**src/rtl/sram_arb_pkg.sv**
```systemverilog
// rtl/sram_arb_pkg.sv - shared constants for the SRAM port arbiter
//
// Purpose: FSM state encodings, grant codes and default bus widths used by
//          the arbiter, its interface and the testbench.
// Ports:   none (package).

package sram_arb_pkg;

    localparam int DEF_ADDR_W = 23;
    localparam int DEF_DATA_W = 16;

    localparam logic [1:0] ST_IDLE = 2'd0;
    localparam logic [1:0] ST_CPU  = 2'd1;
    localparam logic [1:0] ST_VGA  = 2'd2;
    localparam logic [1:0] ST_HOLD = 2'd3;

    localparam logic [1:0] GRANT_NONE = 2'b00;
    localparam logic [1:0] GRANT_CPU  = 2'b01;
    localparam logic [1:0] GRANT_VGA  = 2'b10;

endpackage

```
**src/rtl/sram_port_arbiter_if.sv**
```systemverilog
// rtl/sram_port_arbiter_if.sv - bus bundle between requesters, arbiter and SRAM driver
//
// Purpose: groups the CPU request, VGA loader request, external SRAM command
//          and status signals of the arbiter.
// Ports (signals):
//   cpu_re/cpu_we/cpu_addr/cpu_wdata   CPU request side (level requests)
//   cpu_rdata/cpu_success              CPU completion
//   vga_re/vga_addr                    loader request side
//   vga_data/vga_success               loader completion
//   mem_re/mem_we/mem_addr/mem_wdata   external SRAM command
//   mem_rdata/mem_done                 external SRAM completion
//   grant/timeout_err                  status
// Modports: slave  - the arbiter's view
//           master - the surrounding system's view (requesters + SRAM)

interface sram_port_arbiter_if
    import sram_arb_pkg::*;
#(
    parameter int ADDR_W = DEF_ADDR_W,
    parameter int DATA_W = DEF_DATA_W
);

    logic              cpu_re;
    logic              cpu_we;
    logic [ADDR_W-1:0] cpu_addr;
    logic [DATA_W-1:0] cpu_wdata;
    logic [DATA_W-1:0] cpu_rdata;
    logic              cpu_success;

    logic              vga_re;
    logic [ADDR_W-1:0] vga_addr;
    logic [DATA_W-1:0] vga_data;
    logic              vga_success;

    logic              mem_re;
    logic              mem_we;
    logic [ADDR_W-1:0] mem_addr;
    logic [DATA_W-1:0] mem_wdata;
    logic [DATA_W-1:0] mem_rdata;
    logic              mem_done;

    logic [1:0]        grant;
    logic              timeout_err;

    modport slave (
        input  cpu_re, cpu_we, cpu_addr, cpu_wdata,
        input  vga_re, vga_addr,
        input  mem_rdata, mem_done,
        output cpu_rdata, cpu_success,
        output vga_data, vga_success,
        output mem_re, mem_we, mem_addr, mem_wdata,
        output grant, timeout_err
    );

    modport master (
        output cpu_re, cpu_we, cpu_addr, cpu_wdata,
        output vga_re, vga_addr,
        output mem_rdata, mem_done,
        input  cpu_rdata, cpu_success,
        input  vga_data, vga_success,
        input  mem_re, mem_we, mem_addr, mem_wdata,
        input  grant, timeout_err
    );

endinterface

```
**src/rtl/sram_port_arbiter.sv**
```systemverilog
// rtl/sram_port_arbiter.sv - CPU/VGA arbiter for the single external SRAM port
//
// Purpose: shares one SRAM port between the CPU data bus and the VGA image
//          loader. CPU has fixed priority, but after STARVE_LIMIT consecutive
//          CPU grants with the loader waiting the loader is forced in. One
//          transaction per grant, each bounded by TIMEOUT cycles.
// Ports:
//   clk   in  system clock
//   rst   in  synchronous active-low reset
//   bus   slave modport of sram_port_arbiter_if (requests, SRAM command,
//         completion strobes, grant, sticky timeout_err)

module sram_port_arbiter
    import sram_arb_pkg::*;
#(
    parameter int STARVE_LIMIT = 4,
    parameter int SUCCESS_HOLD = 3,
    parameter int TIMEOUT      = 255
) (
    input  logic                 clk,
    input  logic                 rst,
    sram_port_arbiter_if.slave   bus
);

    localparam int STARVE_W = $clog2(STARVE_LIMIT + 1);
    localparam int HOLD_W   = $clog2(SUCCESS_HOLD + 1);
    localparam int WAIT_W   = $clog2(TIMEOUT + 1);

    logic [1:0]          state;
    logic [STARVE_W-1:0] starve_cnt;
    logic [HOLD_W-1:0]   hold_cnt;
    logic [WAIT_W-1:0]   wait_cnt;
    logic                cpu_req;

    assign cpu_req = bus.cpu_re | bus.cpu_we;

    always_ff @(posedge clk) begin
        if (!rst) begin
            state           <= ST_IDLE;
            starve_cnt      <= '0;
            hold_cnt        <= '0;
            wait_cnt        <= '0;
            bus.cpu_rdata   <= '0;
            bus.cpu_success <= 1'b0;
            bus.vga_data    <= '0;
            bus.vga_success <= 1'b0;
            bus.mem_re      <= 1'b0;
            bus.mem_we      <= 1'b0;
            bus.mem_addr    <= '0;
            bus.mem_wdata   <= '0;
            bus.grant       <= GRANT_NONE;
            bus.timeout_err <= 1'b0;
        end else begin
            case (state)
                ST_IDLE: begin
                    if (bus.vga_re &&
                        (!cpu_req || starve_cnt == STARVE_W'(STARVE_LIMIT))) begin
                        state         <= ST_VGA;
                        bus.grant     <= GRANT_VGA;
                        bus.mem_re    <= 1'b1;
                        bus.mem_we    <= 1'b0;
                        bus.mem_addr  <= bus.vga_addr;
                        bus.mem_wdata <= '0;
                        starve_cnt    <= '0;
                        wait_cnt      <= WAIT_W'(1);
                    end else if (cpu_req) begin
                        // Write wins when both ops are requested together.
                        state         <= ST_CPU;
                        bus.grant     <= GRANT_CPU;
                        bus.mem_re    <= ~bus.cpu_we;
                        bus.mem_we    <= bus.cpu_we;
                        bus.mem_addr  <= bus.cpu_addr;
                        bus.mem_wdata <= bus.cpu_wdata;
                        wait_cnt      <= WAIT_W'(1);
                        if (bus.vga_re && starve_cnt != STARVE_W'(STARVE_LIMIT)) begin
                            starve_cnt <= starve_cnt + 1'b1;
                        end
                    end
                end

                ST_CPU, ST_VGA: begin
                    // wait_cnt is the number of cycles spent in this grant so
                    // far; completion takes precedence over the timeout edge.
                    if (bus.mem_done) begin
                        bus.mem_re <= 1'b0;
                        bus.mem_we <= 1'b0;
                        hold_cnt   <= HOLD_W'(1);
                        state      <= ST_HOLD;
                        if (state == ST_CPU) begin
                            // mem_we is still the latched op during the grant.
                            bus.cpu_rdata   <= bus.mem_we ? '0 : bus.mem_rdata;
                            bus.cpu_success <= 1'b1;
                        end else begin
                            bus.vga_data    <= bus.mem_rdata;
                            bus.vga_success <= 1'b1;
                        end
                    end else if (wait_cnt == WAIT_W'(TIMEOUT)) begin
                        bus.mem_re      <= 1'b0;
                        bus.mem_we      <= 1'b0;
                        bus.timeout_err <= 1'b1;
                        bus.grant       <= GRANT_NONE;
                        state           <= ST_IDLE;
                    end else begin
                        wait_cnt <= wait_cnt + 1'b1;
                    end
                end

                ST_HOLD: begin
                    // Leaving through IDLE guarantees a low success cycle
                    // before the same requester can complete again.
                    if (hold_cnt == HOLD_W'(SUCCESS_HOLD)) begin
                        bus.cpu_success <= 1'b0;
                        bus.vga_success <= 1'b0;
                        bus.grant       <= GRANT_NONE;
                        hold_cnt        <= '0;
                        state           <= ST_IDLE;
                    end else begin
                        hold_cnt <= hold_cnt + 1'b1;
                    end
                end

                default: state <= ST_IDLE;
            endcase
        end
    end

endmodule
```
**src/flat_wrapper.sv**
```systemverilog
// flat-port wrapper written by rule: the top's interface ports become plain ports
module sram_port_arbiter_flat import sram_arb_pkg::*;
#(
    parameter int STARVE_LIMIT = 4,
    parameter int SUCCESS_HOLD = 3,
    parameter int TIMEOUT      = 255
)
  (clk, rst, bus_cpu_re, bus_cpu_we, bus_cpu_addr, bus_cpu_wdata, bus_vga_re, bus_vga_addr, bus_mem_rdata, bus_mem_done, bus_cpu_rdata, bus_cpu_success, bus_vga_data, bus_vga_success, bus_mem_re, bus_mem_we, bus_mem_addr, bus_mem_wdata, bus_grant, bus_timeout_err);
  sram_port_arbiter_if bus_i ();
  input  logic clk;
  input  logic rst;
  input wire logic [$bits(bus_i.cpu_re)-1:0] bus_cpu_re;
  input wire logic [$bits(bus_i.cpu_we)-1:0] bus_cpu_we;
  input wire logic [$bits(bus_i.cpu_addr)-1:0] bus_cpu_addr;
  input wire logic [$bits(bus_i.cpu_wdata)-1:0] bus_cpu_wdata;
  input wire logic [$bits(bus_i.vga_re)-1:0] bus_vga_re;
  input wire logic [$bits(bus_i.vga_addr)-1:0] bus_vga_addr;
  input wire logic [$bits(bus_i.mem_rdata)-1:0] bus_mem_rdata;
  input wire logic [$bits(bus_i.mem_done)-1:0] bus_mem_done;
  output wire logic [$bits(bus_i.cpu_rdata)-1:0] bus_cpu_rdata;
  output wire logic [$bits(bus_i.cpu_success)-1:0] bus_cpu_success;
  output wire logic [$bits(bus_i.vga_data)-1:0] bus_vga_data;
  output wire logic [$bits(bus_i.vga_success)-1:0] bus_vga_success;
  output wire logic [$bits(bus_i.mem_re)-1:0] bus_mem_re;
  output wire logic [$bits(bus_i.mem_we)-1:0] bus_mem_we;
  output wire logic [$bits(bus_i.mem_addr)-1:0] bus_mem_addr;
  output wire logic [$bits(bus_i.mem_wdata)-1:0] bus_mem_wdata;
  output wire logic [$bits(bus_i.grant)-1:0] bus_grant;
  output wire logic [$bits(bus_i.timeout_err)-1:0] bus_timeout_err;
  assign bus_i.cpu_re = bus_cpu_re;
  assign bus_i.cpu_we = bus_cpu_we;
  assign bus_i.cpu_addr = bus_cpu_addr;
  assign bus_i.cpu_wdata = bus_cpu_wdata;
  assign bus_i.vga_re = bus_vga_re;
  assign bus_i.vga_addr = bus_vga_addr;
  assign bus_i.mem_rdata = bus_mem_rdata;
  assign bus_i.mem_done = bus_mem_done;
  assign bus_cpu_rdata = bus_i.cpu_rdata;
  assign bus_cpu_success = bus_i.cpu_success;
  assign bus_vga_data = bus_i.vga_data;
  assign bus_vga_success = bus_i.vga_success;
  assign bus_mem_re = bus_i.mem_re;
  assign bus_mem_we = bus_i.mem_we;
  assign bus_mem_addr = bus_i.mem_addr;
  assign bus_mem_wdata = bus_i.mem_wdata;
  assign bus_grant = bus_i.grant;
  assign bus_timeout_err = bus_i.timeout_err;
  sram_port_arbiter #(.STARVE_LIMIT(STARVE_LIMIT), .SUCCESS_HOLD(SUCCESS_HOLD), .TIMEOUT(TIMEOUT)) u_core (.clk(clk), .rst(rst), .bus(bus_i));
endmodule
```
**config.mk**
```make
export PLATFORM = sky130hd
export DESIGN_NAME = sram_port_arbiter_flat
export DESIGN_NICKNAME = d
export VERILOG_FILES = /design/src/rtl/sram_arb_pkg.sv /design/src/rtl/sram_port_arbiter_if.sv /design/src/rtl/sram_port_arbiter.sv /design/src/flat_wrapper.sv
export SDC_FILE = /design/constraint.sdc
export NUM_CORES = 1
export LEC_CHECK = 0
export ABC_AREA = 1
export CORE_MARGIN = 8
export CORE_UTILIZATION = 40
export DETAILED_ROUTE_END_ITERATION = 12
export PLACE_DENSITY = 0.74
export SLEW_MARGIN = 30
export SYNTH_ARGS = -nofsm -noshare
export SYNTH_HDL_FRONTEND = slang
export SYNTH_SLANG_ARGS = --single-unit
```
**constraint.sdc**
```tcl
create_clock -name clk -period 3.7 [get_ports clk]
set_clock_uncertainty 0.1 [all_clocks]
set_input_delay 0.74 -clock clk [delete_from_list [all_inputs] [get_ports clk]]
set_output_delay 0.74 -clock clk [all_outputs]
set_load 0.01 [all_outputs]
```
**Run 1: track usage over the die**

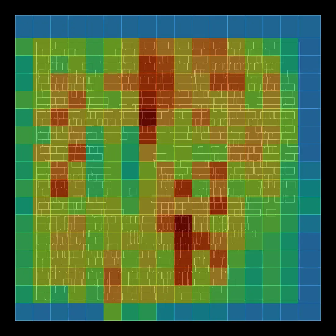
Tot GR Track Use: 18.05%
met3 Use GR: 9.306%
utilization after layout: 58.43%
busiest grt layer: met2
per-cell routed wire length: 15.01 um

**Run 1: where the registers sit**

Scale: 2 px per um. Other sequential cells in the stronger grey, the rest of the logic in the fainter grey.
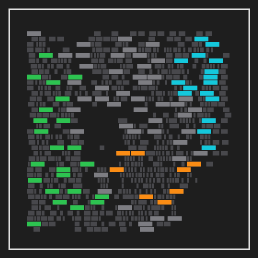
| name in the netlist | colour | placed flops |
|---|---|---|
| u_core.bus.cpu_rdata | cyan | 16 |
| u_core.wait_cnt | orange | 8 |
| u_core.bus.mem_addr | green | 23 |

==> metrics.yaml, run 1 <==
run_status:
  outcome: "finished, final reports clean"
grt:
  grt_pass1_wl_um: 21310
  gr-usage-met2_pct: 28.91
  grt_overflow: 0
  grt_max_degree: 70
  met1_usage_pct: 20.42
  antenna_found_initial: 0
clocking:
  clockBufferDepth: 2
  htree_levels: 3
  cts_resized: 0
  cts_sinks: 93
  cts_buffers: 9
  clockRootBuffer: "clkbuf_8"
  postCtsHoldBufs: 0
  cts_setup_buffers: 0
placed_design:
  placed_cell_area_um2: 5858
  port_buffers: 161
  hpwl_um: 9615
timing:
  slew_violations: 0
  rsz0062_at_grt: "no"
  timing.setup.tns_ns: 0
  max_slew_margin_pct: 50.44
  period_used_pct: 61.09
  fmax_mhz: 442.4
  period_needed_ns: 2.260
  hold_violations: 0
  tightest_slew_ns: 0.7434
  setup_viol: 0
logic_synthesis:
  ys_seq_share_pct: 43.69
  top_area_share_pct: 43.69
  ys_sh_simple_pct: 22.67
  adder_share_pct: 2.349
  synthCells: 575
  synth_flops: 93
  synth_top_cell_by_area: "dfxtp_1"
  synth_cell_types: 33
  synth_nets: 667
  yosysCellCount: 575
  synth.most_common_cell: "nand2_1"
  top_cells_by_area: "dfxtp_1, nand2_1, o21ai_0, nor2_1, a21oi_1"
  ys_top_logic_family: "simple AND/OR/NAND/NOR gates"
  synth-main-ff-cell: "dfxtp_1"
  synth.cells.most_frequent: "nand2_1, dfxtp_1, nor2_1"
  synth-edff-count: 0
  compound_area_share_pct: 21.20
  yosysWarnings: 0
worst_setup_path:
  critPathMaxFanout: 17
  crit_arrival_ns: 2.39
  crit_type: "flip-flop to flip-flop"
  max_stage_delay_ns: 0.54
  worstPathCellList: "inv_1, ha_1, nand2_4, inv_2, nand2_1, nand2_1, a21oi_1"
  cp_common_cell: "nand2_1"
  cp-start-kind: "flip-flop"
  reg2reg_to: "u_core.bus.cpu_rdata[6]"
  crit_slowest_cell: "ha_1"
floorplanning:
  tapCellCount: 136
  chip_area_um2: 14210
  fp.dieW_um: 119.2
layout:
  layout.area.comb_um2: 1969
  clkbuf_count: 10
  clkCellAreaFrac_pct: 2.883
  largest_class: "multi-input combinational cells"
  layoutNonFillerInstCount: 860
  layout_top_cell: "clkdlybuf4s50_1"
  flop_area_um2: 1862
  sh_comb_area_pct: 32.65
  seq_cells: 93
  fill_cells: 961
  largest_reg_flops: 23
  drive_above_1_share_pct: 7.182
  final-nonclk-buf-share_pct: 27.01
power_and_ir_drop:
  power_density_nw_per_um2: 674.8
  combPwrFrac_pct: 49.0
  p_switching_mw: 1.662
  power_sequential_mw: 1.45
  switching_share_pct: 40.82
worst_hold_path:
  min_delay_path_depth: 2
  hold_start: "u_core.bus.cpu_success"
routing:
  wl_met3_um: 1503
  drt_first_pass_iters: 4
  post-route-drc-count: 0
  dr.max_layer_used: "met4"
  wl_met2_um: 5967
  drt_wl_total_um: 12910
job:
  cap_violations: 0
**Run 1: pin placement**

Scale: 2 px per um. Pins as bars across the die edge, other pins in grey.
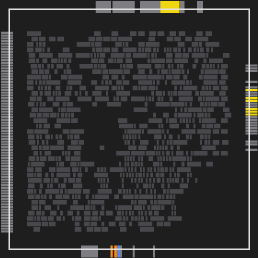
| port | colour | pins | direction | edge |
|---|---|---|---|---|
| bus_mem_rdata | yellow | 16 | input | 10 top, 6 right |
| bus_cpu_re | blue | 1 | input | bottom |
| bus_grant | orange | 2 | output | bottom |

**Run 1: routed metal, one colour a layer**

Scale: 3 px per um.
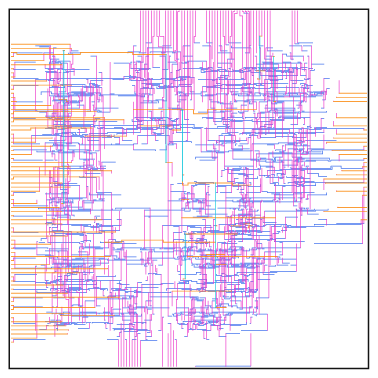

## Run 2: what changed since run 1
PLACE_DENSITY = 0.77   (was 0.74)
clock period = 2 ns   (was 3.7 ns; I/O delays follow)
**Run 2: routed metal, one colour a layer**

Scale: 3 px per um.
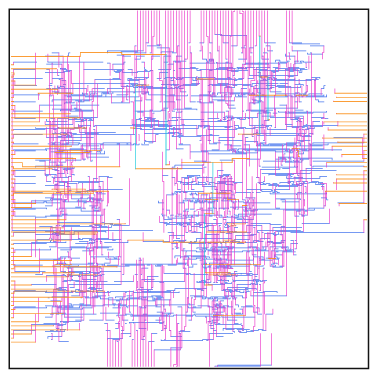
| layer | colour | wire length |
|---|---|---|
| met1 | blue | 5,380 um |
| met2 | magenta | 6,250 um |
| met4 | cyan | 152 um |
| met3 | orange | 1,270 um |

==> run 2 against run 1 <==
Net effect: maximum frequency rose by 22%; worst setup slack worse by 1.3 ns; register-to-register slack worse by 1.3 ns; via count about the same; combinational power increased by 94%; first-iteration DRC count rose by 21%; die area unchanged; global-route usage increased by 0.068 points; total power grew 91%; sequential share of layout area fell by 0.74 points; flip-flop count unchanged; area after synthesis unchanged; critical endpoint is now u_core.bus.mem_addr[14]; largest power group unchanged.
==> metrics.yaml, run 2 <==
run_status:
  outcome: "finished, final reports clean"
routing:
  dr.max_layer_used: "met4"
  wl_met2_um: 6254
  wl_per_cell_um: 14.96
  drt_first_pass_iters: 5
  drt_wl_total_um: 13060
power_and_ir_drop:
  switching_share_pct: 40.58
  combPwrFrac_pct: 49.9
  power_density_nw_per_um2: 1256
job:
  cap_violations: 0
grt:
  grt_pass1_wl_um: 21430
worst_setup_path:
  max_stage_delay_ns: 0.34
  crit_slowest_cell: "buf_4"
  reg2reg_to: "u_core.bus.mem_addr[14]"
  critPathMaxFanout: 34
timing:
  period_used_pct: 92.67
  slew_violations: 0
  max_slew_margin_pct: 51.98
  rsz0062_at_grt: "no"
  tightest_slew_ns: 0.7195
  setup_viol: 0
  timing.setup.tns_ns: 0
  hold_violations: 0
clocking:
  clockRootBuffer: "clkbuf_8"
  htree_levels: 3
  cts_setup_buffers: 0
  clockBufferDepth: 2
layout:
  layoutNonFillerInstCount: 873
  seq_cells: 93
  largest_reg_flops: 23
  clkbuf_count: 9
  layout.area.comb_um2: 1977
  largest_class: "multi-input combinational cells"
logic_synthesis:
  yosysCellCount: 575
  synth.cells.most_frequent: "nand2_1, dfxtp_1, nor2_1"
  yosysWarnings: 0
  synthCells: 575
floorplanning:
  fp.dieW_um: 119.2
  chip_area_um2: 14210
placed_design:
  hpwl_um: 9795
**Run 2: track usage over the die**

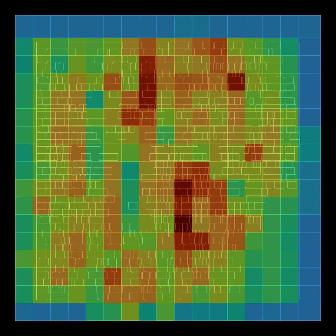
utilization after layout: 59.86%
GR Util met2: 30.42%
GR Layer Usage met1: 20.67%
Tot GR Track Use: 18.12%
met3 Use GR: 6.944%

Power and IR drop assume default switching activity.
